**Met4 routing**

Cells faint in the background.
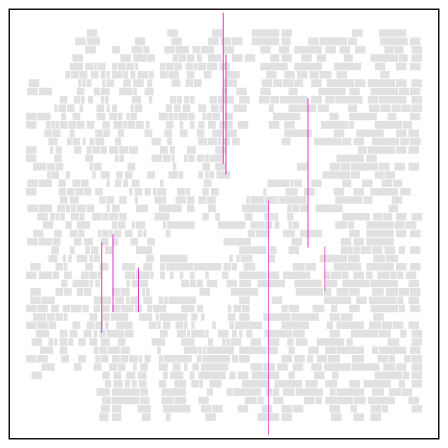
**Sequential cells grouped by signal name**

Other sequential cells in the stronger grey, the rest of the logic in the fainter grey.
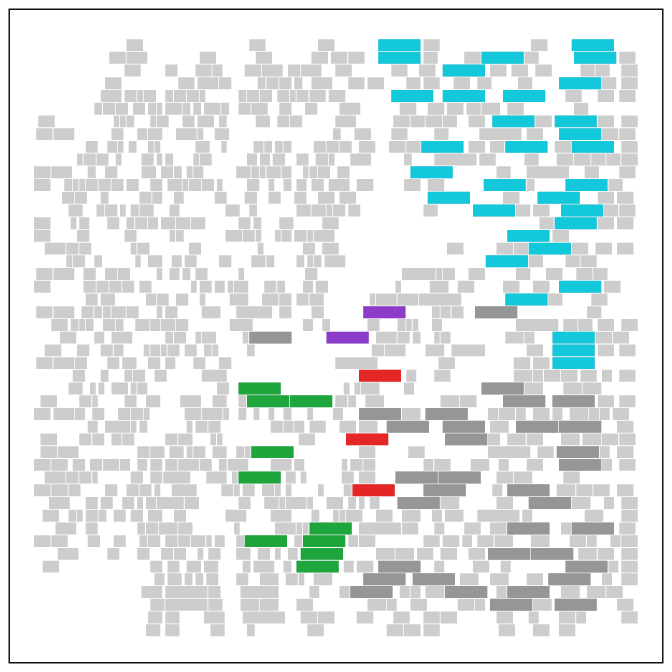
**Pin map**

Pins as bars across the die edge, other pins in grey.
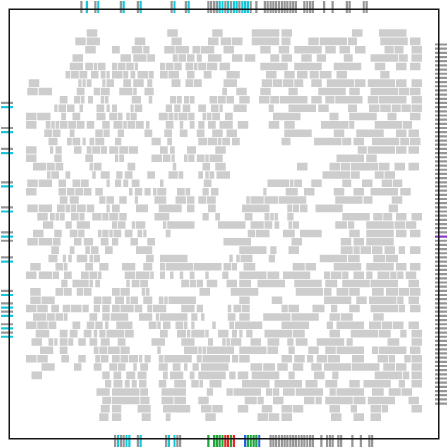
**Congestion heat map**

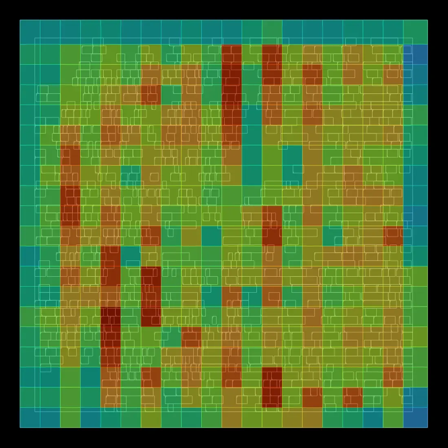
**Clock network drawn from the DEF**

Bar = 50 microns.
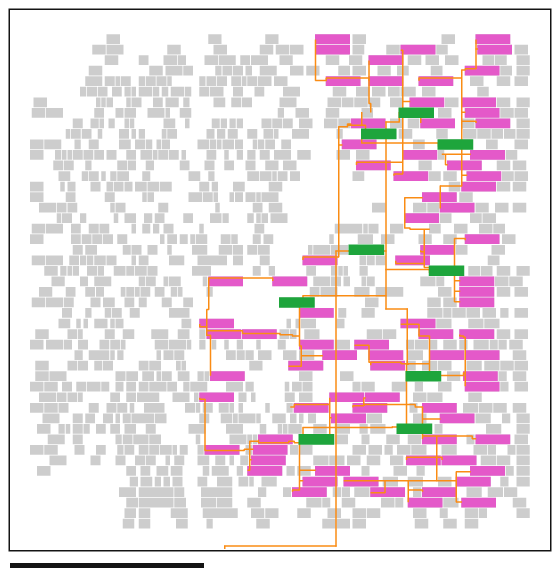
**src/rtl/load_store_unit_if.sv**
```systemverilog
//==============================================================================
// Module      : load_store_unit_if
// Description : Request, response and data-memory bundle for load_store_unit.
// Revision    : 1.0 - initial release
//==============================================================================
`default_nettype none

interface load_store_unit_if #(
    parameter int ADDR_WIDTH = 10,
    parameter int XLEN       = 32
);
    logic                  req_valid;
    logic                  req_ready;
    logic                  req_store;
    logic [2:0]            req_funct3;
    logic [XLEN-1:0]       req_base;
    logic [XLEN-1:0]       req_offset;
    logic [XLEN-1:0]       req_wdata;
    logic                  resp_valid;
    logic                  resp_ready;
    logic [XLEN-1:0]       resp_rdata;
    logic                  resp_fault;
    logic [ADDR_WIDTH-1:0] mem_address;
    logic [XLEN-1:0]       mem_in;
    logic                  mem_wren;
    logic [1:0]            mem_width;
    logic                  mem_sign;
    logic [XLEN-1:0]       mem_out;

    modport slave (
        input  req_valid, req_store, req_funct3, req_base, req_offset, req_wdata,
        input  resp_ready, mem_out,
        output req_ready, resp_valid, resp_rdata, resp_fault,
        output mem_address, mem_in, mem_wren, mem_width, mem_sign
    );

    modport master (
        output req_valid, req_store, req_funct3, req_base, req_offset, req_wdata,
        output resp_ready, mem_out,
        input  req_ready, resp_valid, resp_rdata, resp_fault,
        input  mem_address, mem_in, mem_wren, mem_width, mem_sign
    );
endinterface

`default_nettype wire

```
**src/rtl/load_store_unit.sv**
```systemverilog
//==============================================================================
// Module      : load_store_unit
// Description : Sequences RISC-V loads/stores into a byte-lane data memory,
//               range-checks each access and returns data or a fault.
// Revision    : 1.0 - initial release
//==============================================================================
`default_nettype none

module load_store_unit #(
    parameter int ADDR_WIDTH = 10,
    parameter int XLEN       = 32
) (
    input  wire logic           clk,
    input  wire logic           rst,
    load_store_unit_if.slave    bus
);

    typedef enum logic [1:0] {
        S_IDLE  = 2'd0,
        S_ISSUE = 2'd1,
        S_READ  = 2'd2,
        S_DONE  = 2'd3
    } state_t;

    localparam logic [ADDR_WIDTH:0] c_SIZE_1 = (ADDR_WIDTH+1)'(1);
    localparam logic [ADDR_WIDTH:0] c_SIZE_2 = (ADDR_WIDTH+1)'(2);
    localparam logic [ADDR_WIDTH:0] c_SIZE_4 = (ADDR_WIDTH+1)'(4);

    state_t                state_q,  state_d;
    logic [ADDR_WIDTH-1:0] addr_q,   addr_d;
    logic [2:0]            funct3_q, funct3_d;
    logic                  store_q,  store_d;
    logic [XLEN-1:0]       wdata_q,  wdata_d;
    logic [XLEN-1:0]       rdata_q,  rdata_d;
    logic                  fault_q,  fault_d;

    logic [XLEN-1:0]       w_eff_addr;
    logic [ADDR_WIDTH:0]   w_size;
    logic [ADDR_WIDTH:0]   w_last_byte;
    logic                  w_fault;
    logic                  w_accept;
    logic [1:0]            w_width;

    // Request checks operate on the live request so a fault can skip ISSUE.
    always_comb begin
        w_eff_addr = bus.req_base + bus.req_offset;
        case (bus.req_funct3[1:0])
            2'b00:   w_size = c_SIZE_1;
            2'b01:   w_size = c_SIZE_2;
            default: w_size = c_SIZE_4;
        endcase
        w_last_byte = {1'b0, w_eff_addr[ADDR_WIDTH-1:0]} + w_size - c_SIZE_1;
        w_fault = (bus.req_funct3[1:0] == 2'b11)
                | (bus.req_store & bus.req_funct3[2])
                | (~bus.req_store & (bus.req_funct3 == 3'b110))
                | (|w_eff_addr[XLEN-1:ADDR_WIDTH])
                | w_last_byte[ADDR_WIDTH];
        w_accept = bus.req_valid && (state_q == S_IDLE);
        case (funct3_q[1:0])
            2'b00:   w_width = 2'b00;
            2'b01:   w_width = 2'b01;
            default: w_width = 2'b11;
        endcase
    end

    always_comb begin
        state_d  = state_q;
        addr_d   = addr_q;
        funct3_d = funct3_q;
        store_d  = store_q;
        wdata_d  = wdata_q;
        rdata_d  = rdata_q;
        fault_d  = fault_q;

        bus.req_ready   = 1'b0;
        bus.resp_valid  = 1'b0;
        bus.mem_address = '0;
        bus.mem_in      = '0;
        bus.mem_wren    = 1'b0;
        bus.mem_width   = 2'b00;
        bus.mem_sign    = 1'b0;

        case (state_q)
            S_IDLE: begin
                bus.req_ready = 1'b1;
                if (w_accept) begin
                    addr_d   = w_eff_addr[ADDR_WIDTH-1:0];
                    funct3_d = bus.req_funct3;
                    store_d  = bus.req_store;
                    wdata_d  = bus.req_wdata;
                    rdata_d  = '0;
                    fault_d  = w_fault;
                    state_d  = w_fault ? S_DONE : S_ISSUE;
                end
            end
            S_ISSUE: begin
                bus.mem_address = addr_q;
                bus.mem_in      = wdata_q;
                bus.mem_wren    = store_q;
                bus.mem_width   = w_width;
                bus.mem_sign    = ~funct3_q[2];
                state_d         = store_q ? S_DONE : S_READ;
            end
            S_READ: begin
                // Address stays up while the registered read returns.
                bus.mem_address = addr_q;
                bus.mem_width   = w_width;
                bus.mem_sign    = ~funct3_q[2];
                rdata_d         = bus.mem_out;
                state_d         = S_DONE;
            end
            default: begin
                bus.resp_valid = 1'b1;
                if (bus.resp_ready) begin
                    state_d = S_IDLE;
                end
            end
        endcase

        bus.resp_rdata = rdata_q;
        bus.resp_fault = fault_q;
    end

    always_ff @(posedge clk or posedge rst) begin
        if (rst) begin
            state_q  <= S_IDLE;
            addr_q   <= '0;
            funct3_q <= 3'b000;
            store_q  <= 1'b0;
            wdata_q  <= '0;
            rdata_q  <= '0;
            fault_q  <= 1'b0;
        end else begin
            state_q  <= state_d;
            addr_q   <= addr_d;
            funct3_q <= funct3_d;
            store_q  <= store_d;
            wdata_q  <= wdata_d;
            rdata_q  <= rdata_d;
            fault_q  <= fault_d;
        end
    end

endmodule

`default_nettype wire

```
**src/flat_wrapper.sv**
```systemverilog
// flat-port wrapper written by rule: the top's interface ports become plain ports
module load_store_unit_flat 
#(
    parameter int ADDR_WIDTH = 10,
    parameter int XLEN       = 32
)
  (clk, rst, bus_req_valid, bus_req_store, bus_req_funct3, bus_req_base, bus_req_offset, bus_req_wdata, bus_resp_ready, bus_mem_out, bus_req_ready, bus_resp_valid, bus_resp_rdata, bus_resp_fault, bus_mem_address, bus_mem_in, bus_mem_wren, bus_mem_width, bus_mem_sign);
  load_store_unit_if #(.ADDR_WIDTH(ADDR_WIDTH), .XLEN(XLEN)) bus_i ();
  input  wire logic clk;
  input  wire logic rst;
  input wire logic [$bits(bus_i.req_valid)-1:0] bus_req_valid;
  input wire logic [$bits(bus_i.req_store)-1:0] bus_req_store;
  input wire logic [$bits(bus_i.req_funct3)-1:0] bus_req_funct3;
  input wire logic [$bits(bus_i.req_base)-1:0] bus_req_base;
  input wire logic [$bits(bus_i.req_offset)-1:0] bus_req_offset;
  input wire logic [$bits(bus_i.req_wdata)-1:0] bus_req_wdata;
  input wire logic [$bits(bus_i.resp_ready)-1:0] bus_resp_ready;
  input wire logic [$bits(bus_i.mem_out)-1:0] bus_mem_out;
  output wire logic [$bits(bus_i.req_ready)-1:0] bus_req_ready;
  output wire logic [$bits(bus_i.resp_valid)-1:0] bus_resp_valid;
  output wire logic [$bits(bus_i.resp_rdata)-1:0] bus_resp_rdata;
  output wire logic [$bits(bus_i.resp_fault)-1:0] bus_resp_fault;
  output wire logic [$bits(bus_i.mem_address)-1:0] bus_mem_address;
  output wire logic [$bits(bus_i.mem_in)-1:0] bus_mem_in;
  output wire logic [$bits(bus_i.mem_wren)-1:0] bus_mem_wren;
  output wire logic [$bits(bus_i.mem_width)-1:0] bus_mem_width;
  output wire logic [$bits(bus_i.mem_sign)-1:0] bus_mem_sign;
  assign bus_i.req_valid = bus_req_valid;
  assign bus_i.req_store = bus_req_store;
  assign bus_i.req_funct3 = bus_req_funct3;
  assign bus_i.req_base = bus_req_base;
  assign bus_i.req_offset = bus_req_offset;
  assign bus_i.req_wdata = bus_req_wdata;
  assign bus_i.resp_ready = bus_resp_ready;
  assign bus_i.mem_out = bus_mem_out;
  assign bus_req_ready = bus_i.req_ready;
  assign bus_resp_valid = bus_i.resp_valid;
  assign bus_resp_rdata = bus_i.resp_rdata;
  assign bus_resp_fault = bus_i.resp_fault;
  assign bus_mem_address = bus_i.mem_address;
  assign bus_mem_in = bus_i.mem_in;
  assign bus_mem_wren = bus_i.mem_wren;
  assign bus_mem_width = bus_i.mem_width;
  assign bus_mem_sign = bus_i.mem_sign;
  load_store_unit #(.ADDR_WIDTH(ADDR_WIDTH), .XLEN(XLEN)) u_core (.clk(clk), .rst(rst), .bus(bus_i));
endmodule
```
**config.mk**
```make
export PLATFORM = sky130hd
export DESIGN_NAME = load_store_unit_flat
export DESIGN_NICKNAME = d
export VERILOG_FILES = /design/src/rtl/load_store_unit_if.sv /design/src/rtl/load_store_unit.sv /design/src/flat_wrapper.sv
export SDC_FILE = /design/constraint.sdc
export NUM_CORES = 1
export LEC_CHECK = 0
export CELL_PAD_IN_SITES_DETAIL_PLACEMENT = 0
export CELL_PAD_IN_SITES_GLOBAL_PLACEMENT = 1
export CORE_MARGIN = 5
export CORE_UTILIZATION = 33
export CTS_CLUSTER_DIAMETER = 40
export CTS_CLUSTER_SIZE = 20
export DETAILED_ROUTE_END_ITERATION = 8
export HOLD_SLACK_MARGIN = 0.06
export PLACE_DENSITY_LB_ADDON = 0.1
export SETUP_SLACK_MARGIN = 0.1
export SYNTH_ARGS = -nofsm -noshare
export SYNTH_HDL_FRONTEND = slang
export SYNTH_SLANG_ARGS = --single-unit
```
**constraint.sdc**
```tcl
create_clock -name clk -period 3.8 [get_ports clk]
set_clock_uncertainty 0.15 [all_clocks]
set_input_delay 1.14 -clock clk [delete_from_list [all_inputs] [get_ports clk]]
set_output_delay 1.14 -clock clk [all_outputs]
set_load 0.02 [all_outputs]
```
==> run notes <==
fresh numbers from the pnr run: most frequent cells in the layout=clkdlybuf4s50_1 (204), buf_4 (137), dfrtp_1 (81), distinct lib cells=69, highest-count logic cell in the final layout=clkdlybuf4s50_1, Mean Syn Cell Area=9.63 sq um, Max Buffers Root-to-Sink=2, clk sink count=81, DRT antenna net count=0, largest net degree at the start of global routing=59, dpl ws=-2.03 ns, P&R area growth vs syn=67.4%, failing checks=setup timing, Max Cap Viol=0, Mapped Cells=574, Clk pin slew, worst setup/hold paths=0.06 ns, Initial Util=33.5%, number of global-route vias before repair=5681, cycle use final=131%, Post-synth ARST share=100%, overflow left after global routing=0, Port Buffer Count=216, Primary FF master, synth=dfrtp_1, relative slew slack=60.4%, # hold bufs at CTS=0, synth warn=0, Cell Area, Synth=5530 sq um, Post-synth regs=81, share of layout cells above drive strength 1=24.5%, CP Capture Type=register, placed instance count=1116, ordered list of cells on the worst path=buf_6 -> ha_4 -> fa_2 -> a21o_1 -> a221o_2 -> a21o_4 -> a21oi_4 -> xor2_2 -> ha_1 -> o211a_1 -> a221oi_2 -> nand2_1 -> xor2_1 -> a2111o_1 -> or4b_4 -> nor4_4 -> o21ai_1, CP max stage delay=0.50 ns, area fraction in mux cells=7.70%, gpl congestion=0.825, first-pass GRT wire length=28400 microns, Data required, critical path=3.86 ns, status=finished with violations, final setup vio count=2, Core Rows=47, DIE AREA=19400 sq um, class of the worst hold path=reg -> reg, IO Pins=217, Iter 0 DRT Violations=150, CP Data Arrival Time=5.05 ns, register area share after synthesis=36.7%, slowest CP cell=or4b_4, Post-Syn Nets=756, TritonRoute pass-1 iters=4, Synth logic family=AND-OR/OR-AND gates, Cell Pwr Density=586 nW/um^2, Compound Share, Synth=21.4%, setup slack after layout=-1.18 ns, xor/xnor share=3.49%
Back to the opening pictures, 'met4 routing':
main direction: vertical
wire length on this layer: 295 microns
Via Count: 5538
Post-Route WL: 17600 microns

Back to the opening pictures, 'sequential cells grouped by signal name':
| colour | netlist name | flops |
|---|---|---|
| cyan | `u_core.bus.resp_rdata` | 32 |
| green | `u_core.addr_q` | 10 |
| red | `u_core.funct3_q` | 3 |
| purple | `u_core.state_q` | 2 |
P_seq: 1.47 mW
flop share of the area: 21.9%
Seq. cell area: 2030 sq um
Layout Utilization: 56.0%

Back to the opening pictures, 'pin map':
| colour | port | pins | direction | edge |
|---|---|---|---|---|
| cyan | `bus_req_offset` | 32 | input | 14 top, 12 left, 6 bottom |
| green | `bus_mem_address` | 10 | output | bottom |
| red | `bus_req_funct3` | 3 | input | bottom |
| purple | `bus_mem_sign` | 1 | output | right |
| blue | `bus_mem_width` | 2 | output | bottom |
all pins by edge: 87 right, 54 bottom, 51 top, 25 left
die width: 139 microns
Die H: 139 microns

Back to the opening pictures, 'congestion heat map':
per-cell routed wire length: 15.5 microns
met1 Use GR: 21.5%
Total GRT Usage: 17.7%

Back to the opening pictures, 'clock network drawn from the DEF':
[orange] clock wires | length: 999 microns
[magenta] flip-flops | count: 81
[green] clock-net drivers | count: 9
routed clock nets: 10
Clk network pwr share: 14.9%
clk latency late pin: 0.33 ns

## stage by stage
| stage | hold slack, ns | TNS, ns | cell area (sq um) |
|---|---|---|---|
| finish | 0.330 | -2.36 | 9260 |
| global route | 0.346 | -2.62 | 9260 |
| CTS | 0.330 | -2.75 | 9230 |
| detailed placement | 0.315 | -4.05 | 8890 |
| global placement | 0.309 | -3.78 | 8890 |
| floorplan | 0.292 | -2.61 | 5550 |
## cells in the mapped netlist, types with 3 or more instances
library cell | number | share of area, %
or2_2 | 3 | 0.34
nor2_1 | 28 | 1.9
a31oi_1 | 6 | 0.68
inv_1 | 22 | 1.5
xor2_1 | 11 | 1.7
xnor2_1 | 11 | 1.7
buf_4 | 3 | 0.41
o21bai_1 | 4 | 0.54
buf_1 | 3 | 0.20
a22o_1 | 32 | 5.1
o21ai_0 | 25 | 2.3
o21ai_1 | 3 | 0.27
or3_1 | 4 | 0.45
and3_1 | 6 | 0.68
ha_1 | 45 | 10
mux2_2 | 36 | 7.3
a21o_1 | 12 | 1.6
o2111ai_1 | 4 | 0.63
nor3_1 | 7 | 0.63
a31o_2 | 4 | 0.63
o21a_1 | 8 | 1.1
nand4_1 | 7 | 0.79
nand3_1 | 6 | 0.54
clkbuf_1 | 20 | 1.4
and2_1 | 45 | 5.1
dfrtp_1 | 81 | 37
a21oi_1 | 30 | 2.7
nor2b_1 | 3 | 0.34
o211ai_1 | 5 | 0.68
nand2_1 | 47 | 3.2
## sequential cells by signal, summed over array words and instances, names as in the netlist
name                   cells
u_core.state_q             2
u_core.wdata_q            32
u_core.bus.resp_fault      1
u_core.store_q             1
u_core.bus.resp_rdata     32
u_core.addr_q             10
u_core.funct3_q            3
## repair_timing
item | 4_1_cts | 5_1_grt
setup buffers | 3 | 1
pin swaps | 23 | 13
resized | 30 | 3
cloned | 0 | 0
setup endpoints to repair | 2 | 2
## worst max-delay path: cells and delay by family
family,cells,cell delay [ns]
compound gates,8,1.80
xor+xnor,2,0.36
fa+ha+maj,3,0.76
buf+inv,1,0.10
simple gates,3,0.90
## path summary, 6_finish.rpt
check | from | end | slack, ns | cells after the start
max in group asynchronous | rst | u_core.wdata_q[14] | 1.82 | 3
setup reg to reg | u_core.state_q[0] | u_core.bus.resp_rdata[23] | 1.89 | 6
hold reg to reg | u_core.addr_q[1] | u_core.addr_q[1] | 0.33 | 2
setup / recovery | bus_req_base[0] | u_core.bus.resp_fault | -1.18 | 17
hold / removal | u_core.addr_q[1] | u_core.addr_q[1] | 0.33 | 2
min in group asynchronous | rst | u_core.bus.resp_rdata[21] | 1.03 | 2
## metal layers
layer	vias up	part of all wire, %	track usage [%]
met2	137	51	32.2
li1	2768	-	-
met1	2613	42	21.5
met4	0	1.7	4.84
met5	-	0	0
met3	20	5.1	2.95
## cell type report
type                    count  area, sq um
well taps                 220          275
repair buffers            355         3220
clock inverters             7         53.8
multi-input cells         442         3370
inverters                  22         83.8
flip-flops and latches     81         2030
clock buffers               9          225
fillers                  1494         7270
## where the power goes
group / internal [mW] / switching [mW] / total, mW
clock network: 0.449 / 0.356 / 0.805
logic: 1.63 / 1.52 / 3.14
registers: 1.28 / 0.193 / 1.47
total: 3.36 / 2.07 / 5.42
Power and IR drop assume default switching activity.
